Fig. 1: sequential cells colored by netlist name
Bar = 20 um.
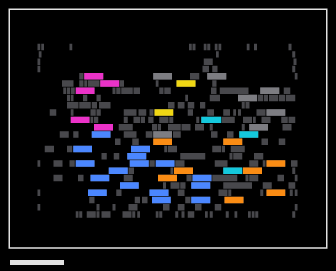
Fig. 2: clock routing
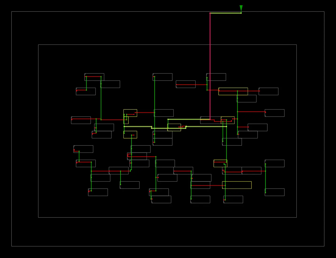
Fig. 3: clock distribution
Bar = 20 um.
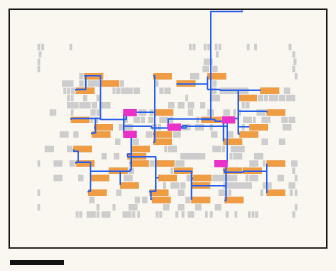
### config.mk
export PLATFORM = sky130hd
export DESIGN_NAME = sda_in
export DESIGN_NICKNAME = d
export VERILOG_FILES = /design/src/rtl/sda_pkg.sv /design/src/rtl/sda_in_filter.sv /design/src/rtl/sda_in.sv
export SDC_FILE = /design/constraint.sdc
export NUM_CORES = 1
export LEC_CHECK = 0
export CORE_ASPECT_RATIO = 0.7
export CORE_MARGIN = 10
export CORE_UTILIZATION = 30
export DETAILED_ROUTE_END_ITERATION = 10
export PLACE_DENSITY_LB_ADDON = 0.15
export SLEW_MARGIN = 20
export SYNTH_ARGS = -nofsm -noshare
export SYNTH_HDL_FRONTEND = slang
export SYNTH_HIERARCHICAL = 1
export SYNTH_SLANG_ARGS = --single-unit
### constraint.sdc
create_clock -name clk -period 2.99 [get_ports clk]
set_clock_uncertainty 0.2 [all_clocks]
set_input_delay 0.897 -clock clk [delete_from_list [all_inputs] [get_ports clk]]
set_output_delay 0.897 -clock clk [all_outputs]
set_load 0.1 [all_outputs]
### src/rtl/sda_pkg.sv
// Shared constants for the SDA input port: status bit positions, filter state
// codes and the line-select width.
package sda_pkg;

  localparam int unsigned READY_BIT   = 15;
  localparam int unsigned OVERRUN_BIT = 14;
  localparam int unsigned SEL_W       = 3;

  typedef enum logic [1:0] {
    ST_DIS = 2'b00,
    ST_ARM = 2'b01,
    ST_TRK = 2'b10
  } sda_state_e;

endpackage

### src/rtl/sda_in_filter.sv
// Bus synchronizer, line select and debounce filter. Emits a one-cycle
// capture pulse with the accepted level and the synchronized bus snapshot.
module sda_in_filter
  import sda_pkg::*;
#(
  parameter int unsigned SYNC_STAGES   = 2,
  parameter int unsigned STABLE_CYCLES = 16
) (
  input  logic             clk,
  input  logic             rst,
  input  logic [7:0]       i_bus,
  input  logic [SEL_W-1:0] i_sel,
  input  logic             i_en,
  input  logic             i_rearm,
  input  logic             i_rearm_en,
  output logic             o_cap_pulse,
  output logic             o_cap_level,
  output logic [7:0]       o_snapshot,
  output logic [1:0]       o_state
);

  localparam int unsigned CNT_W = $clog2(STABLE_CYCLES + 1);
  localparam int unsigned ARM_W = $clog2(SYNC_STAGES);

  logic [7:0]       r_sync [SYNC_STAGES];
  sda_state_e       r_state, w_state_nxt;
  logic [CNT_W-1:0] r_cnt, w_cnt_nxt;
  logic [ARM_W-1:0] r_arm_cnt, w_arm_nxt;
  logic             r_ref, w_ref_nxt;
  logic             w_cap;
  logic [7:0]       w_sync;
  logic             w_s;

  always_ff @(posedge clk) begin
    if (rst) begin
      for (int unsigned i = 0; i < SYNC_STAGES; i++) r_sync[i] <= '0;
    end else begin
      r_sync[0] <= i_bus;
      for (int unsigned i = 1; i < SYNC_STAGES; i++) r_sync[i] <= r_sync[i-1];
    end
  end

  assign w_sync = r_sync[SYNC_STAGES-1];
  assign w_s    = w_sync[i_sel];

  always_ff @(posedge clk) begin
    if (rst) begin
      r_state   <= ST_DIS;
      r_cnt     <= '0;
      r_arm_cnt <= '0;
      r_ref     <= 1'b0;
    end else begin
      r_state   <= w_state_nxt;
      r_cnt     <= w_cnt_nxt;
      r_arm_cnt <= w_arm_nxt;
      r_ref     <= w_ref_nxt;
    end
  end

  // The counter only ever reaches STABLE_CYCLES: that cycle either captures or clears.
  always_comb begin
    w_state_nxt = r_state;
    w_cnt_nxt   = r_cnt;
    w_arm_nxt   = r_arm_cnt;
    w_ref_nxt   = r_ref;
    w_cap       = 1'b0;
    if (i_rearm) begin
      w_state_nxt = i_rearm_en ? ST_ARM : ST_DIS;
      w_cnt_nxt   = '0;
      w_arm_nxt   = '0;
    end else if (!i_en) begin
      w_state_nxt = ST_DIS;
      w_cnt_nxt   = '0;
      w_arm_nxt   = '0;
    end else begin
      case (r_state)
        ST_DIS: begin
          w_state_nxt = ST_ARM;
          w_cnt_nxt   = '0;
          w_arm_nxt   = '0;
        end
        ST_ARM: begin
          if (r_arm_cnt == ARM_W'(SYNC_STAGES - 1)) begin
            w_ref_nxt   = w_s;
            w_state_nxt = ST_TRK;
            w_arm_nxt   = '0;
          end else begin
            w_arm_nxt = r_arm_cnt + 1'b1;
          end
        end
        ST_TRK: begin
          if (w_s == r_ref) begin
            w_cnt_nxt = '0;
          end else if (r_cnt == CNT_W'(STABLE_CYCLES)) begin
            w_cap     = 1'b1;
            w_ref_nxt = w_s;
            w_cnt_nxt = '0;
          end else begin
            w_cnt_nxt = r_cnt + 1'b1;
          end
        end
        default: w_state_nxt = ST_DIS;
      endcase
    end
  end

  assign o_cap_pulse = w_cap;
  assign o_cap_level = w_s;
  assign o_snapshot  = w_sync;
  assign o_state     = r_state;

endmodule

### src/rtl/sda_in.sv
// LC-3 memory-mapped SDA input port: enable/select registers, captured data
// register and a READY/OVERRUN status word cleared by reading the data.
module sda_in
  import sda_pkg::*;
#(
  parameter int unsigned SYNC_STAGES   = 2,
  parameter int unsigned STABLE_CYCLES = 16
) (
  input  logic        clk,
  input  logic        rst,
  input  logic [7:0]  SDA_BUS,
  input  logic [15:0] MDR,
  input  logic        LD_SDAIER,
  input  logic        LD_SDAISEL,
  input  logic        RD_SDAIDR,
  output logic [15:0] SDAIER,
  output logic [15:0] SDAISEL,
  output logic [15:0] SDAIDR,
  output logic [15:0] SDAISR,
  output logic        ACK
);

  logic             r_ier;
  logic [SEL_W-1:0] r_sel;
  logic             r_level;
  logic [7:0]       r_snap;
  logic             r_ready;
  logic             r_ovr;
  logic             r_ack;

  logic             w_ld_ier, w_rearm, w_rearm_en;
  logic             w_cap, w_cap_level;
  logic [7:0]       w_snap;
  logic [1:0]       w_state;

  // Select load outranks enable load; either one restarts the filter.
  assign w_ld_ier   = LD_SDAIER & ~LD_SDAISEL;
  assign w_rearm    = LD_SDAISEL | (w_ld_ier & ~MDR[0]);
  assign w_rearm_en = LD_SDAISEL & r_ier;

  sda_in_filter #(
    .SYNC_STAGES  (SYNC_STAGES),
    .STABLE_CYCLES(STABLE_CYCLES)
  ) u_filter (
    .clk        (clk),
    .rst        (rst),
    .i_bus      (SDA_BUS),
    .i_sel      (r_sel),
    .i_en       (r_ier),
    .i_rearm    (w_rearm),
    .i_rearm_en (w_rearm_en),
    .o_cap_pulse(w_cap),
    .o_cap_level(w_cap_level),
    .o_snapshot (w_snap),
    .o_state    (w_state)
  );

  always_ff @(posedge clk) begin
    if (rst) begin
      r_ier   <= 1'b0;
      r_sel   <= '0;
      r_level <= 1'b0;
      r_snap  <= '0;
      r_ready <= 1'b0;
      r_ovr   <= 1'b0;
      r_ack   <= 1'b0;
    end else begin
      r_ack <= LD_SDAISEL | LD_SDAIER;
      if (LD_SDAISEL) r_sel <= MDR[SEL_W-1:0];
      if (w_ld_ier)   r_ier <= MDR[0];
      if (w_cap) begin
        r_level <= w_cap_level;
        r_snap  <= w_snap;
        r_ready <= 1'b1;
        r_ovr   <= RD_SDAIDR ? 1'b0 : r_ready;
      end else if (RD_SDAIDR) begin
        r_ready <= 1'b0;
        r_ovr   <= 1'b0;
      end
    end
  end

  assign SDAIER  = {15'b0, r_ier};
  assign SDAISEL = {{(16-SEL_W){1'b0}}, r_sel};
  assign SDAIDR  = {r_snap, 7'b0, r_level};
  assign ACK     = r_ack;

  always_comb begin
    SDAISR              = '0;
    SDAISR[READY_BIT]   = r_ready;
    SDAISR[OVERRUN_BIT] = r_ovr;
    SDAISR[1:0]         = w_state;
  end

endmodule

==> Slide: Implementation Results <==
Key Metrics from the Run

STA
  – Hold Violations, Final: 0
  – Max-slew violations: 0
  – Fin crit share: 0.822
  – PnR worst setup slack: 532 ps
  – RSZ-0062 raised after global routing: false
  – Setup TNS: 0 ps
  – Crit path time final: 2460 ps
  – Final setup fails: 0
  – Fmax: 407 MHz

Place
  – RePlAce Congestion: 0.698
  – Pre-CTS setup slack: 204 ps
  – Port bufs: 33
  – Final HPWL DP: 3190 um

Logic synthesis
  – Synth area leader: dfxtp_1
  – EDFF count, synth: 0
  – Synth Instances: 210
  – Synth warn: 6
  – Synthesized area per cell: 9.62 um^2
  – Ys cells: 210
  – Top-area cell share: 0.406
  – Synthesized registers: 41
  – Top cells by area: dfxtp_1, buf_4, mux2i_1, nor2b_1, nor2_1
  – Most common cell in the netlist: buf_4
  – Commonest cells in the netlist: buf_4, dfxtp_1, nor2_1, nor2b_1, mux2i_1
  – Post-Syn Area: 2020 um^2
  – Unique cell types: 33
  – Top_reg_cell synth: dfxtp_1
  – Synthesis area per yosys: 2020 um^2
  – Synth Seq Share: 0.406
  – FFs w/ async S/R, synth: 0

Global routing
  – Largest net degree at the start of global routing: 24
  – Number of global-route vias before repair: 1,231
  – Initial antenna violation count: 0
  – Overflow left after global routing: 0
  – GRT Util Overall: 0.0763
  – First-pass GRT wire length: 6530 um

Cells and area
  – Logic area: 881 um^2
  – Fillers: 671
  – Layout overhead on the synthesized area: 13.3%
  – Share of layout cells above drive strength 1: 0.174
  – Ant. Diodes: 0
  – Nets@finish: 266
  – Register area: 822 um^2

Setup path
  – Reg2Reg Depth: 7
  – Reg2reg end: r_snap[4]
  – WP data required: 2960 ps
  – Setup crit start kind: input pin
  – Setup crit end kind: flip-flop
  – R2r setup slk: 590 ps
  – Crit-path max FO: 6
  – Crit Reg-Reg Startpoint: r_sel[0]
  – Setup CP Type: in2reg
  – Crit path arrival time: 2430 ps

Min path
  – Hold_sp: u_filter/r_sync[0][1]
  – Hold path endpoint: u_filter/r_sync[0][9]
  – Hold Crit Depth: 1
  – Hold WC Path Type: reg2reg

Die
  – Die height: 88.7 um
  – IO Count: 94
  – Row cnt: 24
  – Chip area: 10,500 um^2
  – Core Region: 6370 um^2
  – Die Wd: 118 um
  – Core Util at FP: 0.317

Route
  – Wirelength per Cell: 12.4 um
  – Drt initial violations: 46
  – Post-route DRC: 0
  – Vias: 1,204
  – Routed Antenna Nets: 0
  – Via density: 3.68
  – 1st-pass router iterations: 4
  – Routed WL: 4050 um

Power
  – Pwr Density: 629 nW/um^2
  – Max rail drop VDD: 0.177 mV
  – Total Power: 1440 uW
  – P_leak: 0.000947 uW

Clock tree
  – CTS tree: done
  – Root buffer cell: clkbuf_8
  – Max Buffers Root-to-Sink: 2
  – CTS H-tree depth: 2
  – # resized after CTS: 0
  – Hold-fix buffers at CTS: 0
  – Post-CTS Setup Bufs: 0
  – Reg clk slew, reported paths: 80 ps

Job
  – Max Cap Viol: 0
  – Tool warning count: 40

Status
  – Status: finished, final reports clean
-- Fig. 1 (at the start) --
r_sel -> cyan  # placed flops 3
r_snap -> orange  # placed flops 8
u_filter/r_sync -> blue  # placed flops 16
u_filter/o_state -> yellow  # placed flops 2
u_filter/r_cnt -> magenta  # placed flops 5
not colored = 7
sequential power: 569 uW
Util after Layout: 0.359

-- Fig. 2 (at the start) --
Latency at later pin: 290 ps
Clk power: 515 uW
clk sinks: 41
cts bufs inserted: 5

-- Fig. 3 (at the start) --
flip-flops -> orange  # count 41
clock wires -> blue  # length 499 um
cells driving clock nets -> magenta  # count 5
routed clock nets = 6
clock power share: 0.358

cell usage in the layout (no fill, tap or decap), types with 2 or more instances in the layout:
master	n
nand2_1	3
a21oi_1	8
nand3_1	4
clkdlybuf4s50_1	15
bufinv_16	2
buf_4	23
inv_1	4
conb_1	47
mux2i_1	14
nor2b_1	19
nor2_1	20
nand2b_1	4
a22oi_2	3
nor3b_1	2
nor3_1	2
ha_1	2
dfxtp_1	40
mux4_1	2
clkbuf_8	5
mux2_4	2
through the flow:
| stage | std cells | area, um^2 | hold WS [ps] |
|---|---|---|---|
| after CTS | 327 | 2290 | 239 |
| after floorplan | 256 | 2190 | 214 |
| final | 327 | 2290 | 238 |
| after detailed placement | 319 | 2150 | 220 |
| after global placement | 319 | 2150 | 225 |
| after global routing | 327 | 2290 | 261 |
worst max-delay path, cell delays in order:
cell             delay (ps)
clkdlybuf4s50_1         510
inv_1                    50
a21o_1                  170
nand2b_1                190
nor3_2                  170
buf_4                   200
mux2i_1                 190
nor2_1                   50
worst max-delay path by stage:
| stage | from | to | slack [ps] | cells past startpoint |
|---|---|---|---|---|
| finish | MDR[0] | r_snap[4] | 530 | 8 |
| floorplan | r_sel[2] | r_snap[0] | 140 | 7 |
| detailed placement | MDR[0] | r_ovr | 200 | 8 |
| CTS | MDR[0] | r_snap[4] | 510 | 8 |
| global placement | MDR[0] | r_ovr | 190 | 8 |
| global route | MDR[0] | r_ovr | 390 | 8 |
layout make-up:
class | count | area share
Tap cell | 91 | 0.0498
Clock buffer | 5 | 0.0301
Multi-Input combinational cell | 145 | 0.385
Clock inverter | 3 | 0.0284
Timing Repair Buffer | 38 | 0.141
Sequential cell | 41 | 0.359
Inverter | 4 | 0.00656
routing by layer:
metal | GRT usage | vias to the layer above | part of all wire
met5 | 0 | - | 0
met2 | 0.110 | 45 | 0.42
met3 | 0.0344 | 2 | 0.080
met4 | 0.0268 | 0 | 0.0099
li1 | - | 626 | -
met1 | 0.0987 | 531 | 0.49
where the power goes:
group	internal [uW]	switching, uW	leakage [uW]
logic	41.6	313	0.000544
clock network	332	183	0.0000681
registers	560	9.22	0.000335
total	933	505	0.000947
registers in the layout (all words and copies together), names as in the netlist, 2 cells and up:
| register | flops |
|---|---|
| u_filter/r_sync | 16 |
| u_filter/o_state | 2 |
| r_snap | 8 |
| r_sel | 3 |
| u_filter/r_cnt | 5 |
kinds of logic after synthesis:
family                   synth area share
AND-OR/OR-AND                      0.0545
AND/OR/NAND/NOR                     0.165
adder cells (fa/ha/maj)            0.0124
buffers and inverters               0.246
other                             0.00186
XOR/XNOR                          0.00434
flip-flops                          0.406
multiplexers                        0.110
Power figures rest on the tool's default switching activity, not on a simulated workload.
